`config.mk`:
```
export PLATFORM = sky130hd
export DESIGN_NAME = risc_ctrl_sequencer_flat
export DESIGN_NICKNAME = d
export VERILOG_FILES = /design/src/rtl/risc_ctrl_sequencer_if.sv /design/src/rtl/risc_ctrl_sequencer.sv /design/src/flat_wrapper.sv
export SDC_FILE = /design/constraint.sdc
export NUM_CORES = 1
export LEC_CHECK = 0
export ABC_AREA = 0
export CORE_AREA = 2 2 56 58
export DETAILED_ROUTE_END_ITERATION = 8
export DIE_AREA = 0 0 58 60
export PLACE_DENSITY = 0.71
export SLEW_MARGIN = 25
export SYNTH_ARGS = -nofsm -noshare
export SYNTH_HDL_FRONTEND = slang
export SYNTH_SLANG_ARGS = --single-unit
```
`constraint.sdc`:
```
create_clock -name clk -period 2 [get_ports clk]
set_input_delay 0.2 -clock clk [delete_from_list [all_inputs] [get_ports clk]]
set_output_delay 0.2 -clock clk [all_outputs]
set_load 0.005 [all_outputs]
```
`src/rtl/risc_ctrl_sequencer_if.sv`:
```
// rtl/risc_ctrl_sequencer_if.sv - control/handshake bundle between the sequencer and its datapath
interface risc_ctrl_sequencer_if;
    logic       start;
    logic       resume;
    logic       step;
    logic [2:0] opcode;
    logic       acc_zero;
    logic       mem_rdy;
    logic       mrd;
    logic       mwr;
    logic       ld_IR;
    logic       inc_pc;
    logic       ld_pc;
    logic       ldac;
    logic       ALU_setup;
    logic       halted;
    logic       bus_err;
    logic [3:0] state_o;

    modport master (
        output start, resume, step, opcode, acc_zero, mem_rdy,
        input  mrd, mwr, ld_IR, inc_pc, ld_pc, ldac, ALU_setup, halted, bus_err, state_o
    );

    modport slave (
        input  start, resume, step, opcode, acc_zero, mem_rdy,
        output mrd, mwr, ld_IR, inc_pc, ld_pc, ldac, ALU_setup, halted, bus_err, state_o
    );
endinterface

```
`src/rtl/risc_ctrl_sequencer.sv`:
```
// rtl/risc_ctrl_sequencer.sv - fetch/decode/execute sequencer with bounded memory wait
// Optional SINGLE_STEP_EN: each finished instruction parks in IDLE until step/start.
module risc_ctrl_sequencer #(
    parameter int WAIT_MAX = 15,
    parameter int CNT_W    = 8
) (
    input  logic                  clk,
    input  logic                  rst,
    risc_ctrl_sequencer_if.slave  bus
);
    localparam logic [3:0] IDLE    = 4'd0;
    localparam logic [3:0] FETCH   = 4'd1;
    localparam logic [3:0] LOAD_IR = 4'd2;
    localparam logic [3:0] DECODE  = 4'd3;
    localparam logic [3:0] SKIP    = 4'd4;
    localparam logic [3:0] OPRD    = 4'd5;
    localparam logic [3:0] EXEC    = 4'd6;
    localparam logic [3:0] STORE   = 4'd7;
    localparam logic [3:0] JUMP    = 4'd8;
    localparam logic [3:0] HALT    = 4'd9;

    localparam logic [CNT_W-1:0] CNT_LAST = CNT_W'(WAIT_MAX - 1);

`ifdef SINGLE_STEP_EN
    localparam logic [3:0] NEXT_INSN = IDLE;
    logic go;
    assign go = bus.start | bus.step;
`else
    localparam logic [3:0] NEXT_INSN = FETCH;
    logic go;
    logic unused_step;
    assign go          = bus.start;
    assign unused_step = bus.step;
`endif

    logic [3:0]       state_q, state_d;
    logic [CNT_W-1:0] cnt_q, cnt_d;
    logic [7:0]       strb_q, strb_d;
    logic             bus_err_q, bus_err_d;
    logic             in_wait;

    always_comb begin
        state_d   = state_q;
        bus_err_d = 1'b0;
        in_wait   = (state_q == FETCH) || (state_q == OPRD) || (state_q == STORE);
        case (state_q)
            IDLE:    if (go) state_d = FETCH;
            FETCH:   if (bus.mem_rdy) state_d = LOAD_IR;
            LOAD_IR: state_d = DECODE;
            DECODE: begin
                case (bus.opcode)
                    3'b000:                      state_d = HALT;
                    3'b001:                      state_d = bus.acc_zero ? SKIP : NEXT_INSN;
                    3'b010, 3'b011,
                    3'b100, 3'b101:              state_d = OPRD;
                    3'b110:                      state_d = STORE;
                    default:                     state_d = JUMP;
                endcase
            end
            SKIP:    state_d = NEXT_INSN;
            OPRD:    if (bus.mem_rdy) state_d = EXEC;
            EXEC:    state_d = NEXT_INSN;
            STORE:   if (bus.mem_rdy) state_d = NEXT_INSN;
            JUMP:    state_d = NEXT_INSN;
            HALT:    if (bus.resume) state_d = NEXT_INSN;
            default: state_d = IDLE;
        endcase
        // A ready on the final allowed cycle still completes the access normally.
        if (in_wait && !bus.mem_rdy && (cnt_q == CNT_LAST)) begin
            state_d   = HALT;
            bus_err_d = 1'b1;
        end
    end

    always_comb begin
        cnt_d = cnt_q;
        if (state_d != state_q)
            cnt_d = '0;
        else if (in_wait && !bus.mem_rdy)
            cnt_d = cnt_q + CNT_W'(1);
    end

    // Strobes are decoded from the next state so they line up with state_q after the edge.
    // Bit order: mrd, mwr, ld_IR, inc_pc, ld_pc, ldac, ALU_setup, halted.
    always_comb begin
        strb_d = 8'b0;
        case (state_d)
            FETCH:   strb_d = 8'b1000_0000;
            LOAD_IR: strb_d = 8'b1010_0000;
            DECODE:  strb_d = 8'b0001_0000;
            SKIP:    strb_d = 8'b0001_0000;
            OPRD:    strb_d = 8'b1000_0010;
            EXEC:    strb_d = 8'b0000_0110;
            STORE:   strb_d = 8'b0100_0010;
            JUMP:    strb_d = 8'b0000_1000;
            HALT:    strb_d = 8'b0000_0001;
            default: strb_d = 8'b0;
        endcase
    end

    always_ff @(posedge clk or posedge rst) begin
        if (rst) begin
            state_q   <= IDLE;
            cnt_q     <= '0;
            strb_q    <= 8'b0;
            bus_err_q <= 1'b0;
        end else begin
            state_q   <= state_d;
            cnt_q     <= cnt_d;
            strb_q    <= strb_d;
            bus_err_q <= bus_err_d;
        end
    end

    assign bus.mrd       = strb_q[7];
    assign bus.mwr       = strb_q[6];
    assign bus.ld_IR     = strb_q[5];
    assign bus.inc_pc    = strb_q[4];
    assign bus.ld_pc     = strb_q[3];
    assign bus.ldac      = strb_q[2];
    assign bus.ALU_setup = strb_q[1];
    assign bus.halted    = strb_q[0];
    assign bus.bus_err   = bus_err_q;
    assign bus.state_o   = state_q;
endmodule

```
`src/flat_wrapper.sv`:
```
// flat-port wrapper written by rule: the top's interface ports become plain ports
module risc_ctrl_sequencer_flat 
#(
    parameter int WAIT_MAX = 15,
    parameter int CNT_W    = 8
)
  (clk, rst, bus_start, bus_resume, bus_step, bus_opcode, bus_acc_zero, bus_mem_rdy, bus_mrd, bus_mwr, bus_ld_IR, bus_inc_pc, bus_ld_pc, bus_ldac, bus_ALU_setup, bus_halted, bus_bus_err, bus_state_o);
  risc_ctrl_sequencer_if bus_i ();
  input  logic clk;
  input  logic rst;
  input wire logic [$bits(bus_i.start)-1:0] bus_start;
  input wire logic [$bits(bus_i.resume)-1:0] bus_resume;
  input wire logic [$bits(bus_i.step)-1:0] bus_step;
  input wire logic [$bits(bus_i.opcode)-1:0] bus_opcode;
  input wire logic [$bits(bus_i.acc_zero)-1:0] bus_acc_zero;
  input wire logic [$bits(bus_i.mem_rdy)-1:0] bus_mem_rdy;
  output wire logic [$bits(bus_i.mrd)-1:0] bus_mrd;
  output wire logic [$bits(bus_i.mwr)-1:0] bus_mwr;
  output wire logic [$bits(bus_i.ld_IR)-1:0] bus_ld_IR;
  output wire logic [$bits(bus_i.inc_pc)-1:0] bus_inc_pc;
  output wire logic [$bits(bus_i.ld_pc)-1:0] bus_ld_pc;
  output wire logic [$bits(bus_i.ldac)-1:0] bus_ldac;
  output wire logic [$bits(bus_i.ALU_setup)-1:0] bus_ALU_setup;
  output wire logic [$bits(bus_i.halted)-1:0] bus_halted;
  output wire logic [$bits(bus_i.bus_err)-1:0] bus_bus_err;
  output wire logic [$bits(bus_i.state_o)-1:0] bus_state_o;
  assign bus_i.start = bus_start;
  assign bus_i.resume = bus_resume;
  assign bus_i.step = bus_step;
  assign bus_i.opcode = bus_opcode;
  assign bus_i.acc_zero = bus_acc_zero;
  assign bus_i.mem_rdy = bus_mem_rdy;
  assign bus_mrd = bus_i.mrd;
  assign bus_mwr = bus_i.mwr;
  assign bus_ld_IR = bus_i.ld_IR;
  assign bus_inc_pc = bus_i.inc_pc;
  assign bus_ld_pc = bus_i.ld_pc;
  assign bus_ldac = bus_i.ldac;
  assign bus_ALU_setup = bus_i.ALU_setup;
  assign bus_halted = bus_i.halted;
  assign bus_bus_err = bus_i.bus_err;
  assign bus_state_o = bus_i.state_o;
  risc_ctrl_sequencer #(.WAIT_MAX(WAIT_MAX), .CNT_W(CNT_W)) u_core (.clk(clk), .rst(rst), .bus(bus_i));
endmodule
```
**Run 1: signal wires on met1**

The bar under the picture is 20 um long. Supply wires on this layer in gray.
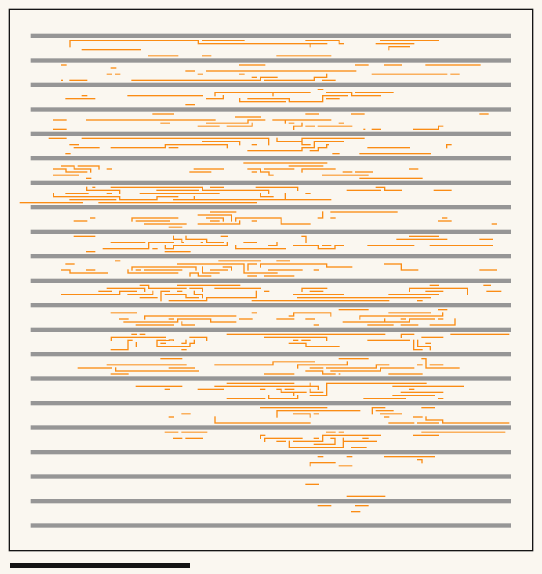
- share of all routed wire: 45%
- nets with wire on the layer: 168
total routed wirelength: 2850 um
grt met1 use: 22.7%
via count: 1,099

**Run 1: M2 wires**

The bar under the picture is 20 um long.
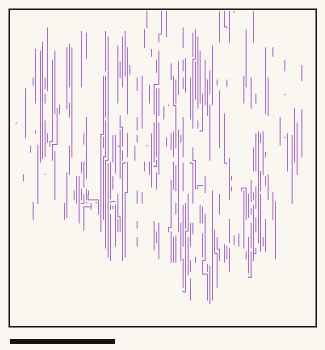
- wire length on this layer: 1,440 um
- longest straight run: 23.5 um
- main direction: vertical
- share of all routed wire: 50%
- nets with wire on the layer: 162
met2 GRT Util: 29.5%

==> flow_summary.toml, run 1 <==
# synthesis and place-and-route metrics
[power]
seq_power_share_pct = 28.3
ir_drop_uv = 690
power_density_nw_per_um2 = 1170
netSwitchingFraction_pct = 39.0
p_clk_uw = 209
powerComb_mw = 1.25
netSwitchingPower_uw = 794
top_power_group = "combinational cells"
p_total_mw = 2.04

[final_timing]
relSlewSlack_pct = 79.6
whs_ns = 0.224
worst_slew_pin_slew_ns = 0.307
fin_crit_ns = 1.91
post-route-period-util_pct = 95.4
skew_ns = 0.00720

[yosys]
async_flop_share_pct = 100
synth_seq_share_pct = 41.8
synth_chip_area_sq_um = 1260
yosysWarningCount = 0
mux_share_pct = 0
syn_area_per_cell_sq_um = 9.89
edf_count = 0
largest_area_cell = "dfrtp_1"
yosys.area_share.adder_pct = 6.97
yosysTopAreaCellShare_pct = 41.8
ys_cells = 127

[critical_path]
rrSetupSlack_ns = 0.09
cp-endpoint = "u_core.strb_q[7]"
reg2reg_depth = 7
slowest_stage = "dfrtp_2"
rr_startpoint = "u_core.bus.state_o[0]"
cp_max_fo = 6
r2r-end = "u_core.strb_q[7]"
path_buffers = 1
cp_top_family = "AND-OR/OR-AND gates"

[clock_network]
cts.hold.buffers_added = 0
cts_tree = "built"
cts.repair.resized = 2
h-tree-depth = 1
clk_pin_slew_ns = 0.13
numCtsBuffers = 3
post_cts_buffers = 0
clock_path_buffers = 2

[floorplan]
num_rows = 20
nWellTaps = 33
core_area_sq_um = 2900
die_x_um = 58
io_pins = 23
chip_area_sq_um = 3480

[place]
dp_worst_setup_slack_ns = -0.176
post-dp-hpwl_um = 2200

[global_route]
antenna_found_initial = 0
grt_pass1_vias = 1080
grt_pass1_wl_um = 4630

[flow_run]
tool_warnings = 32
cap_violations = 0

[final_layout]
nets = 192
final_cells = 207
inv_count = 9
logic_area_sq_um = 706
layout_top_cell = "buf_4"
buf_share_pct = 23.5
n_fill_cell = 253
diodes = 0

[hold_path]
hp-class = "input pin to asynchronous set/reset pin"

[route]
drcViolationCount = 0

[run_status]
outcome = "finished, final reports clean"
**Run 1: M3 wires**

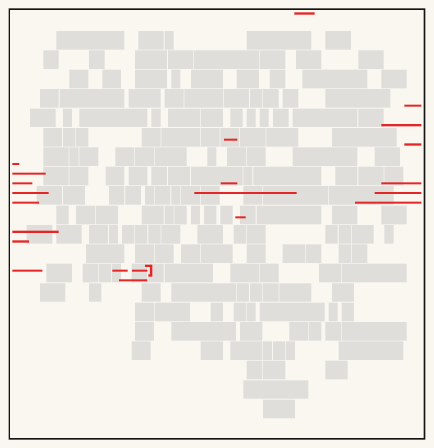
- main direction: horizontal
- nets with wire on the layer: 20
M3 GR Usage: 2.16%

--- run 2 (diff from run 1) ---
--- a/config.mk
+++ b/config.mk
@@ -10,7 +10,7 @@
 export DETAILED_ROUTE_END_ITERATION = 8
 export DIE_AREA = 0 0 58 60
 export PLACE_DENSITY = 0.71
-export SLEW_MARGIN = 25
+export SLEW_MARGIN = 15
 export SYNTH_ARGS = -nofsm -noshare
 export SYNTH_HDL_FRONTEND = slang
 export SYNTH_SLANG_ARGS = --single-unit
**Run 2: M2 wires**

The bar under the picture is 20 um long.
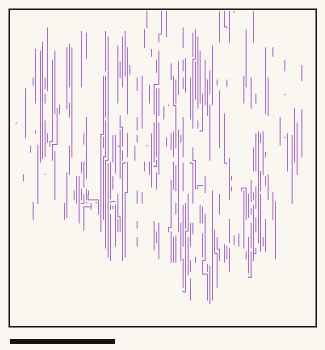

==> run 2 against run 1 <==
Against the previous run: final area unchanged; via count unchanged; wire length unchanged; power unchanged; hold slack unchanged; worst setup slack unchanged; clock power about the same; critical path type unchanged; critical endpoint unchanged; largest cell class unchanged; highest routed layer unchanged.
==> flow_summary.toml, run 2 <==
# synthesis and place-and-route metrics
[run_status]
outcome = "finished, final reports clean"

[yosys]
edf_count = 0
synth_chip_area_sq_um = 1260
yosysTopAreaCellShare_pct = 41.8
mux_share_pct = 0
ys_cells = 127
yosysWarningCount = 0
yosys.area_share.adder_pct = 6.97
syn_area_per_cell_sq_um = 9.89
largest_area_cell = "dfrtp_1"

[final_layout]
final_cells = 207
buf_share_pct = 23.5
layout_top_cell = "buf_4"
nets = 192
inv_count = 9
logic_area_sq_um = 706
diodes = 0

[critical_path]
cp_top_family = "AND-OR/OR-AND gates"
rrSetupSlack_ns = 0.09
r2r-end = "u_core.strb_q[7]"
rr_startpoint = "u_core.bus.state_o[0]"
slowest_stage = "dfrtp_2"
cp-endpoint = "u_core.strb_q[7]"
path_buffers = 1

[route]
drcViolationCount = 0
finalWirelength_um = 2850
via_count = 1099

[final_timing]
relSlewSlack_pct = 79.6
whs_ns = 0.224
worst_slew_pin_slew_ns = 0.307
fin_crit_ns = 1.91

[clock_network]
post_cts_buffers = 0
clock_path_buffers = 2
cts.repair.resized = 2
numCtsBuffers = 3
cts.hold.buffers_added = 0

[hold_path]
hp-class = "input pin to asynchronous set/reset pin"

[flow_run]
tool_warnings = 32
cap_violations = 0

[power]
netSwitchingFraction_pct = 39.0
top_power_group = "combinational cells"
p_total_mw = 2.04
seq_power_share_pct = 28.3

[floorplan]
nWellTaps = 33
die_x_um = 58
core_area_sq_um = 2900

[global_route]
grt_pass1_wl_um = 4630
met3_usage_pct = 2.16
use_met1_pct = 22.7

[place]
dp_worst_setup_slack_ns = -0.176
**Run 2: clock wires, drivers and flops**

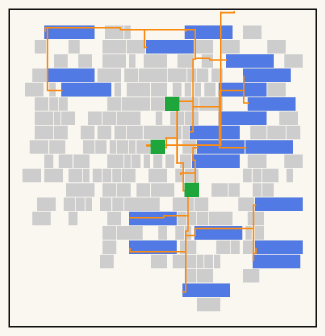
- clock-net drivers: green (count 3)
- clock wires: orange (length 260 um)
- flip-flops: blue (count 21)
- routed clock nets: 4
Worst Skew: 0.00720 ns
clock insertion delay at the later pin of the skew report: 0.31 ns
clock group power: 209 uW

Power is estimated from default activity; no workload was simulated.
